$ cat src/rtl/memory_stage.sv
// memory_stage: memory-access pipeline stage of the 22-bit core.
//
// Latches execute-stage results in an EX/MEM register, performs the data-memory
// access over a req/ready handshake while stalling upstream, and drives the
// MEM/WB register consumed by write-back.
//
// Ports:
//   clk, rst                     clock (rising edge), async active-high reset
//   alu_result_m_in              ALU result / memory address from execute
//   write_data_m_in              store data from execute
//   wa_m_in                      destination register index
//   reg_write_m                  register write enable
//   mem_write_m                  store enable
//   mem_to_reg_m                 load: write-back selects memory data
//   mem_req, mem_we              memory request / write strobe (1 = write)
//   mem_addr, mem_wdata          memory address / store data
//   mem_rdata, mem_ready         load data / request completion
//   stall_m                      freeze fetch/decode/execute
//   result_w, wa_w, reg_write_w  MEM/WB register outputs
module memory_stage #(
  parameter int unsigned WIDTH    = 22,
  parameter int unsigned REG_BITS = 4
) (
  input  logic                clk,
  input  logic                rst,
  input  logic [WIDTH-1:0]    alu_result_m_in,
  input  logic [WIDTH-1:0]    write_data_m_in,
  input  logic [REG_BITS-1:0] wa_m_in,
  input  logic                reg_write_m,
  input  logic                mem_write_m,
  input  logic                mem_to_reg_m,
  output logic                mem_req,
  output logic                mem_we,
  output logic [WIDTH-1:0]    mem_addr,
  output logic [WIDTH-1:0]    mem_wdata,
  input  logic [WIDTH-1:0]    mem_rdata,
  input  logic                mem_ready,
  output logic                stall_m,
  output logic [WIDTH-1:0]    result_w,
  output logic [REG_BITS-1:0] wa_w,
  output logic                reg_write_w
);

  typedef enum logic [1:0] {StIdle, StReq, StDone} state_e;

  state_e state_q, state_d;

  // EX/MEM latch
  logic [WIDTH-1:0]    alu_q, wdata_q;
  logic [REG_BITS-1:0] wa_q;
  logic                rw_q, mw_q, mtr_q;

  logic [WIDTH-1:0]    rdata_q;

  // MEM/WB register
  logic [WIDTH-1:0]    wb_result_q, wb_result_d;
  logic [REG_BITS-1:0] wb_wa_q, wb_wa_d;
  logic                wb_we_q, wb_we_d;

  logic mem_op;
  logic load_sel;

  assign mem_op   = mw_q | mtr_q;
  // A store takes priority over a load when both are latched.
  assign load_sel = mtr_q & ~mw_q;

  // State register
  always_ff @(posedge clk or posedge rst) begin
    if (rst) begin
      state_q <= StIdle;
    end else begin
      state_q <= state_d;
    end
  end

  // Next-state logic
  always_comb begin
    state_d = state_q;
    unique case (state_q)
      StIdle:  if (mem_op) state_d = StReq;
      StReq:   if (mem_ready) state_d = StDone;
      StDone:  state_d = StIdle;
      default: state_d = StIdle;
    endcase
  end

  // Outputs: all derived from registers only, no path from inputs.
  always_comb begin
    mem_req   = 1'b0;
    mem_we    = 1'b0;
    stall_m   = 1'b0;
    mem_addr  = alu_q;
    mem_wdata = wdata_q;
    unique case (state_q)
      StIdle: stall_m = mem_op;
      StReq: begin
        mem_req = 1'b1;
        mem_we  = mw_q;
        stall_m = 1'b1;
      end
      StDone:  stall_m = 1'b0;
      default: stall_m = 1'b0;
    endcase
  end

  // EX/MEM latch: captures whenever the stage is not stalled.
  always_ff @(posedge clk or posedge rst) begin
    if (rst) begin
      alu_q   <= '0;
      wdata_q <= '0;
      wa_q    <= '0;
      rw_q    <= 1'b0;
      mw_q    <= 1'b0;
      mtr_q   <= 1'b0;
    end else if (!stall_m) begin
      alu_q   <= alu_result_m_in;
      wdata_q <= write_data_m_in;
      wa_q    <= wa_m_in;
      rw_q    <= reg_write_m;
      mw_q    <= mem_write_m;
      mtr_q   <= mem_to_reg_m;
    end
  end

  // Load data capture on the completing REQ edge.
  always_ff @(posedge clk or posedge rst) begin
    if (rst) begin
      rdata_q <= '0;
    end else if (state_q == StReq && mem_ready) begin
      rdata_q <= mem_rdata;
    end
  end

  // MEM/WB next value: bubble (write enable low) unless the latched entry retires.
  always_comb begin
    wb_result_d = wb_result_q;
    wb_wa_d     = wb_wa_q;
    wb_we_d     = 1'b0;
    unique case (state_q)
      StIdle: begin
        if (!mem_op) begin
          wb_result_d = alu_q;
          wb_wa_d     = wa_q;
          wb_we_d     = rw_q;
        end
      end
      StDone: begin
        wb_result_d = load_sel ? rdata_q : alu_q;
        wb_wa_d     = wa_q;
        wb_we_d     = rw_q;
      end
      default: wb_we_d = 1'b0;
    endcase
  end

  always_ff @(posedge clk or posedge rst) begin
    if (rst) begin
      wb_result_q <= '0;
      wb_wa_q     <= '0;
      wb_we_q     <= 1'b0;
    end else begin
      wb_result_q <= wb_result_d;
      wb_wa_q     <= wb_wa_d;
      wb_we_q     <= wb_we_d;
    end
  end

  assign result_w    = wb_result_q;
  assign wa_w        = wb_wa_q;
  assign reg_write_w = wb_we_q;

endmodule

$ cat config.mk
export PLATFORM = sky130hd
export DESIGN_NAME = memory_stage
export DESIGN_NICKNAME = d
export VERILOG_FILES = /design/src/rtl/memory_stage.sv
export SDC_FILE = /design/constraint.sdc
export NUM_CORES = 1
export LEC_CHECK = 0
export ABC_AREA = 0
export CORE_ASPECT_RATIO = 0.8
export CORE_MARGIN = 8
export CORE_UTILIZATION = 30
export DETAILED_ROUTE_END_ITERATION = 10
export SETUP_SLACK_MARGIN = 0.4
export SYNTH_ARGS = -nofsm -noshare
export SYNTH_HDL_FRONTEND = slang
export SYNTH_SLANG_ARGS = --single-unit
$ cat constraint.sdc
create_clock -name clk -period 4.2 [get_ports clk]
set_input_delay 0.84 -clock clk [delete_from_list [all_inputs] [get_ports clk]]
set_output_delay 0.84 -clock clk [all_outputs]
set_load 0.01 [all_outputs]
Fig. 1: run 1, pin map
(3 px per micron) Pins as bars across the die edge, other pins in grey.
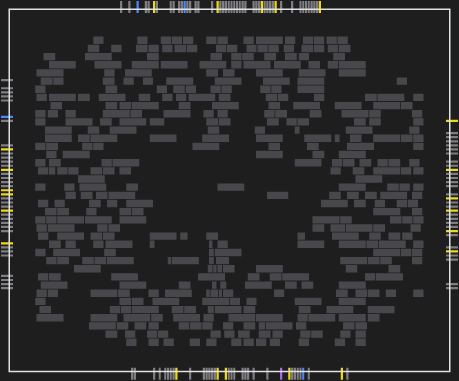
Blue marks `wa_m_in`, pins 4, direction input, edge 2 north, 1 west, 1 south. Purple marks `reg_write_w`, pins 1, direction output, edge south. Yellow marks `result_w`, pins 22, direction output, edge 6 east, 6 west, 5 south, 5 north.

Fig. 2: run 1, M2 wires
(3 px per micron) Cells faint in the background.
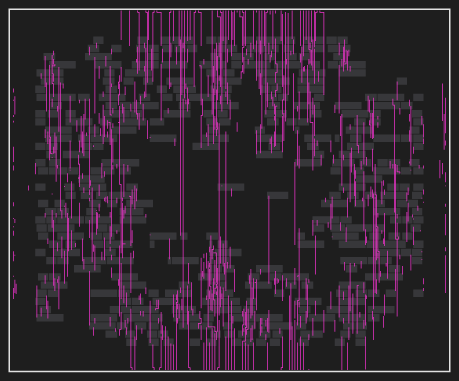
The layer holds 48% of the routed length. The layer carries 4820 microns of wire.

Fig. 3: run 1, the metal 3 layer
(3 px per micron) Cells faint in the background.
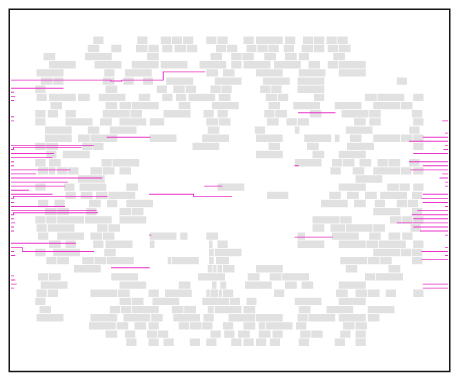
The layer holds 7.4% of the routed length. The layer carries 742 microns of wire. The wires run mostly horizontal. The longest straight run is 33.1 microns. 69 nets have wire on it.

==> results_dict.tcl, run 1 <==
# flow metrics
set metrics [dict create \
    syn_to_final_growth_pct 48.00 \
    critPathMaxStageDelay_ns 0.49 \
    synth.distinct_cells 16 \
    synth_warnings 0 \
    post-dp-hpwl_microns 6963 \
    asyncSetResetFlopFracSynth_pct 100.0 \
    outcome "completed" \
    setup_violations 0 \
    startpoint "mw_q" \
    wl_per_cell_microns 17.12 \
    top_cell_area_share_pct 62.62 \
    gp_congestion 0.6820 \
    numCtsBuffers 9 \
    htreeDepth 3 \
    ios 150 \
    top_cells_by_count "102 x dfrtp_1, 99 x mux2_2, 20 x mux2_1" \
    chipArea_sq_um 17600 \
    clk_path_buf_depth 2 \
    fp.dieH_microns 120.3 \
    hold_buffers 0 \
    finalMaxSlewViolations 0 \
]
## run 1: layer usage
metal | vias up | GRT usage, % | wire [microns] | share of wire, %
met1 | 1297 | 14.16 | 4377 | 44
li1 | 1187 | - | - | -
met5 | - | 0 | 0 | 0
met4 | 0 | 3.661 | 99 | 0.99
met2 | 77 | 18.27 | 4816 | 48
met3 | 8 | 5.302 | 742 | 7.4
## run 1: area by class of cell
class	count	area [sq um]	area share (%)
clock buffers	11	252.7	4.189
clock inverters	4	22.52	0.3733
inverters	4	17.52	0.2903
multi-input cells	134	1444	23.93
flip-flops and latches	102	2552	42.31
well taps	180	225.2	3.733
repair buffers	151	1519	25.18
## run 1: worst max-delay path by stage
| stage | cells past startpoint | slack [ns] | to |
|---|---|---|---|
| 2_1_floorplan | 1 | 0.68 | mem_addr[0] |
| 3_3_place_gp | 3 | 1.55 | rdata_q[9] |
| 3_5_place_dp | 3 | 1.48 | rdata_q[12] |
| 4_1_cts | 3 | 1.55 | stall_m |
| 5_1_grt | 3 | 1.47 | stall_m |
| 6_report | 3 | 1.60 | stall_m |
## run 1: worst register-to-register path, stage by stage, from the launching register on
cell,delay [ns]
dfrtp_1,0.51
and4bb_2,0.80
mux2_2,0.41
mux2_2,0.26
## run 1: flip-flops by register name, indices dropped and copies added, names as in the netlist
name         flops
wa_w             4
state_q          2
reg_write_w      1
mtr_q            1
mem_addr        22
mw_q             1
mem_wdata       22
result_w        22
rdata_q         22
wa_q             4
rw_q             1
## run 1: placed cells by master, fill, tap and decap left out, drive strengths merged
| master | instances |
|---|---|
| nor3 | 1 |
| o21a | 1 |
| buf | 2 |
| o21ba | 1 |
| nand2 | 1 |
| mux2 | 119 |
| clkbuf | 11 |
| clkinvlp | 1 |
| nor2b | 1 |
| dfrtp | 102 |
| nor2 | 3 |
| and4bb | 1 |
| and2 | 2 |
| o21ai | 4 |
| clkdlybuf4s50 | 149 |
| inv | 4 |
| clkinv | 3 |
## run 1: logic make-up (layout without fill, tap and decap cells)
logic type / Yosys count / count (layout) / share of synthesized area, %
simple gates: 9 / 9 / 1.442
mux: 119 / 119 / 32.87
buf+inv: 16 / 170 / 2.148
compound gates: 6 / 6 / 0.9209
flops: 102 / 102 / 62.62
## run 1: through the flow
step                      util [%]  std cells
final                        45.00        586
after global routing         45.00        586
after CTS                    45.00        586
after detailed placement     42.95        571
after global placement       42.95        571
after floorplan                  -        252
## run 1: power by group
part           switching (W)  leakage [nW]  internal, W
clock network       0.000339         0.137     0.000428
registers           0.000288          1.20      0.00150
logic               0.000793          1.12      0.00135
==> run 1 -> run 2 <==
Clock period 4.2 ns to 2.7 ns, I/O delays scaled along.
==> run 2 against run 1 <==
Effect of this change: utilization rose by 0.91 points; critical path depth is the same; sequential share of layout area decreased by 0.80 points; critical path type unchanged; power is 60% higher; via count increased by 0.54%; die size stayed put; largest cell class unchanged; highest routed layer unchanged.
==> results_dict.tcl, run 2 <==
# flow metrics
set metrics [dict create \
    outcome "completed" \
    top_cells_by_area "dfrtp_1 63%, mux2_2 27%, mux2_1 5.5%, buf_2 1.2%, buf_6 0.55%" \
    endpoint "mem_we" \
    start_kind "flop" \
    syn_nets 328 \
    hold_path_class "reg2reg" \
    post-dp-hpwl_microns 7325 \
    setup_violations 0 \
    top_cells_by_count "102 x dfrtp_1, 99 x mux2_2, 20 x mux2_1" \
    fp.dieH_microns 120.3 \
    top_cell_area_share_pct 62.62 \
    finalMaxSlewViolations 0 \
    worstHoldStart "rw_q" \
    ios 150 \
    grt_pass1_vias 2943 \
    cap_violations 0 \
    lay_top_cells "149 x clkdlybuf4s50_1, 100 x dfrtp_1, 99 x mux2_2" \
    ys_ff 102 \
    htreeDepth 3 \
    layout.nets 484 \
    numCtsBuffers 9 \
    antenna_found_initial 0 \
    critPathArrivalTime_ns 1.65 \
    worstSetupPathType "reg2out" \
    asyncSetResetFlopFracSynth_pct 100.0 \
    path_clk_slew_ns 0.07 \
    die_w_microns 146.3 \
    layout_top_cell "clkdlybuf4s50_1" \
    synth_warnings 0 \
    startpoint "state_q[1]" \
    clock_sinks 102 \
    worst-path-max-fanout 9 \
    synth.distinct_cells 16 \
    tns_ns 0 \
    ff_type "dfrtp_1" \
    wl_per_cell_microns 16.94 \
    tightest_slew_ns 0.6536 \
    r2r_slack_ns 0.85 \
    chipArea_sq_um 17600 \
    gp_congestion 0.7198 \
    syn_to_final_growth_pct 51.01 \
    floorplan.core_util_pct 30.40 \
    cts-root-buf "clkbuf_16" \
    vias_per_cell 4.356 \
    clk_path_buf_depth 2 \
]
-- run 2: netlist changes by cell type in the layout (fill, tap and decap cells not counted), sizes merged --
cell / change
buf: +6
bufinv: +1
clkinv: -3
clkinvlp: +1
inv: +2
-- run 2: cell type report --
class                   instances  area (sq um)
inverters                       4         18.77
clock buffers                  11         252.7
flip-flops and latches        102          2555
clock inverters                 5         63.81
repair buffers                157          1589
multi-input cells             134          1451
fillers                      1214          7252
well taps                     180         225.2
-- run 2: critical path, stage by stage (launching register included) --
cell and delay, ns:
dfrtp_2 0.47, nor2b_2 0.16, and2_1 0.15, clkdlybuf4s50_1 0.54
-- run 2: repair_timing --
action                                  4_1_cts  5_1_grt
endpoints found under the setup margin        1        1
hold buffers                                  0        0
gates resized                                 1        3
cloned                                        0        0
-- run 2: metrics by stage --
step	total power (W)	instance area (sq um)	util, %	instances	setup WS [ns]
finish	0.007516	6156	45.91	593	0.5134
global route	0.008023	6156	45.91	593	0.4200
CTS	0.007674	6151	45.88	593	0.4165
detailed placement	0.006266	5829	43.48	577	0.7454
global placement	0.006155	5829	43.48	577	0.7769
floorplan	0.004525	4080	-	252	0.9424
-- run 2: logic make-up after synthesis --
family / count (synthesis) / synth area share, %
buffers and inverters: 16 / 2.148
flip-flops: 102 / 62.62
multiplexers: 119 / 32.87
AND/OR/NAND/NOR: 9 / 1.442
AND-OR/OR-AND: 6 / 0.9209
-- run 2: how the worst min path moves through the flow --
stage	endpoint	slack, ns	depth (start not counted)
after detailed placement	reg_write_w	0.47	1
after global routing	reg_write_w	0.49	1
after global placement	reg_write_w	0.46	1
after floorplan	reg_write_w	0.45	1
after CTS	reg_write_w	0.48	1
final	reg_write_w	0.48	1
-- run 2: power breakdown --
part	internal, W	switching, W	leakage [nW]
clock	0.000780	0.000577	0.153
sequential	0.00233	0.000463	1.19
combinational	0.00214	0.00122	1.16
total	0.00525	0.00226	2.51
-- run 2: metal layers --
| layer | global-route usage [%] | up-vias | share of wire [%] |
|---|---|---|---|
| li1 | - | 1191 | - |
| met1 | 14.38 | 1297 | 44 |
| met2 | 18.59 | 83 | 47 |
| met3 | 5.153 | 12 | 7.5 |
| met4 | 3.468 | 0 | 1.1 |
| met5 | 0 | - | 0 |
Fig. 4: run 2, signal metal coverage by tile
(2 px per micron) The die is cut into 29 by 24 equal tiles; dark blue is low, red is high, scaled to the fullest tile. Values are wire area over tile area, all layers added.
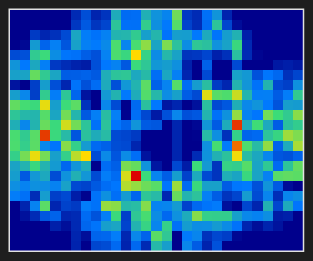
The mean over all tiles is 0.091. The fullest tile reaches 0.36. The emptiest ninth of the die: north-east.

Fig. 5: run 2, the metal 3 layer
(3 px per micron) Cells faint in the background.
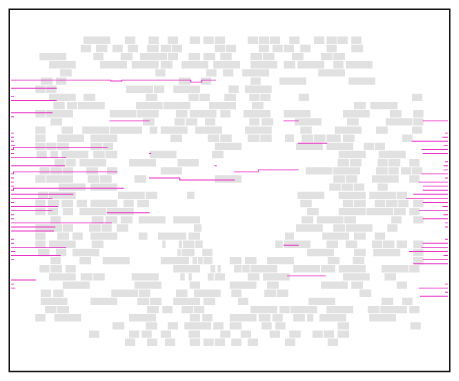
74 nets have wire on it. The layer carries 751 microns of wire.

Fig. 6: run 2, M2 wires
(3 px per micron) Cells faint in the background.
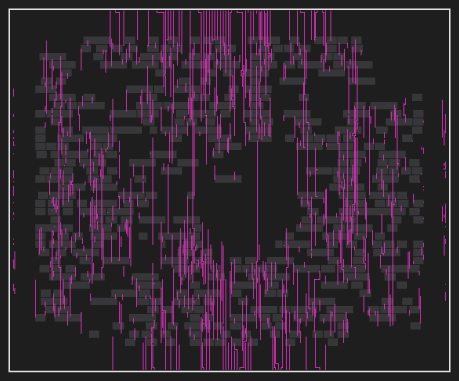
The layer holds 47% of the routed length. The wires run mostly vertical. 454 nets have wire on it. The layer carries 4730 microns of wire.

Power figures rest on the tool's default switching activity, not on a simulated workload.
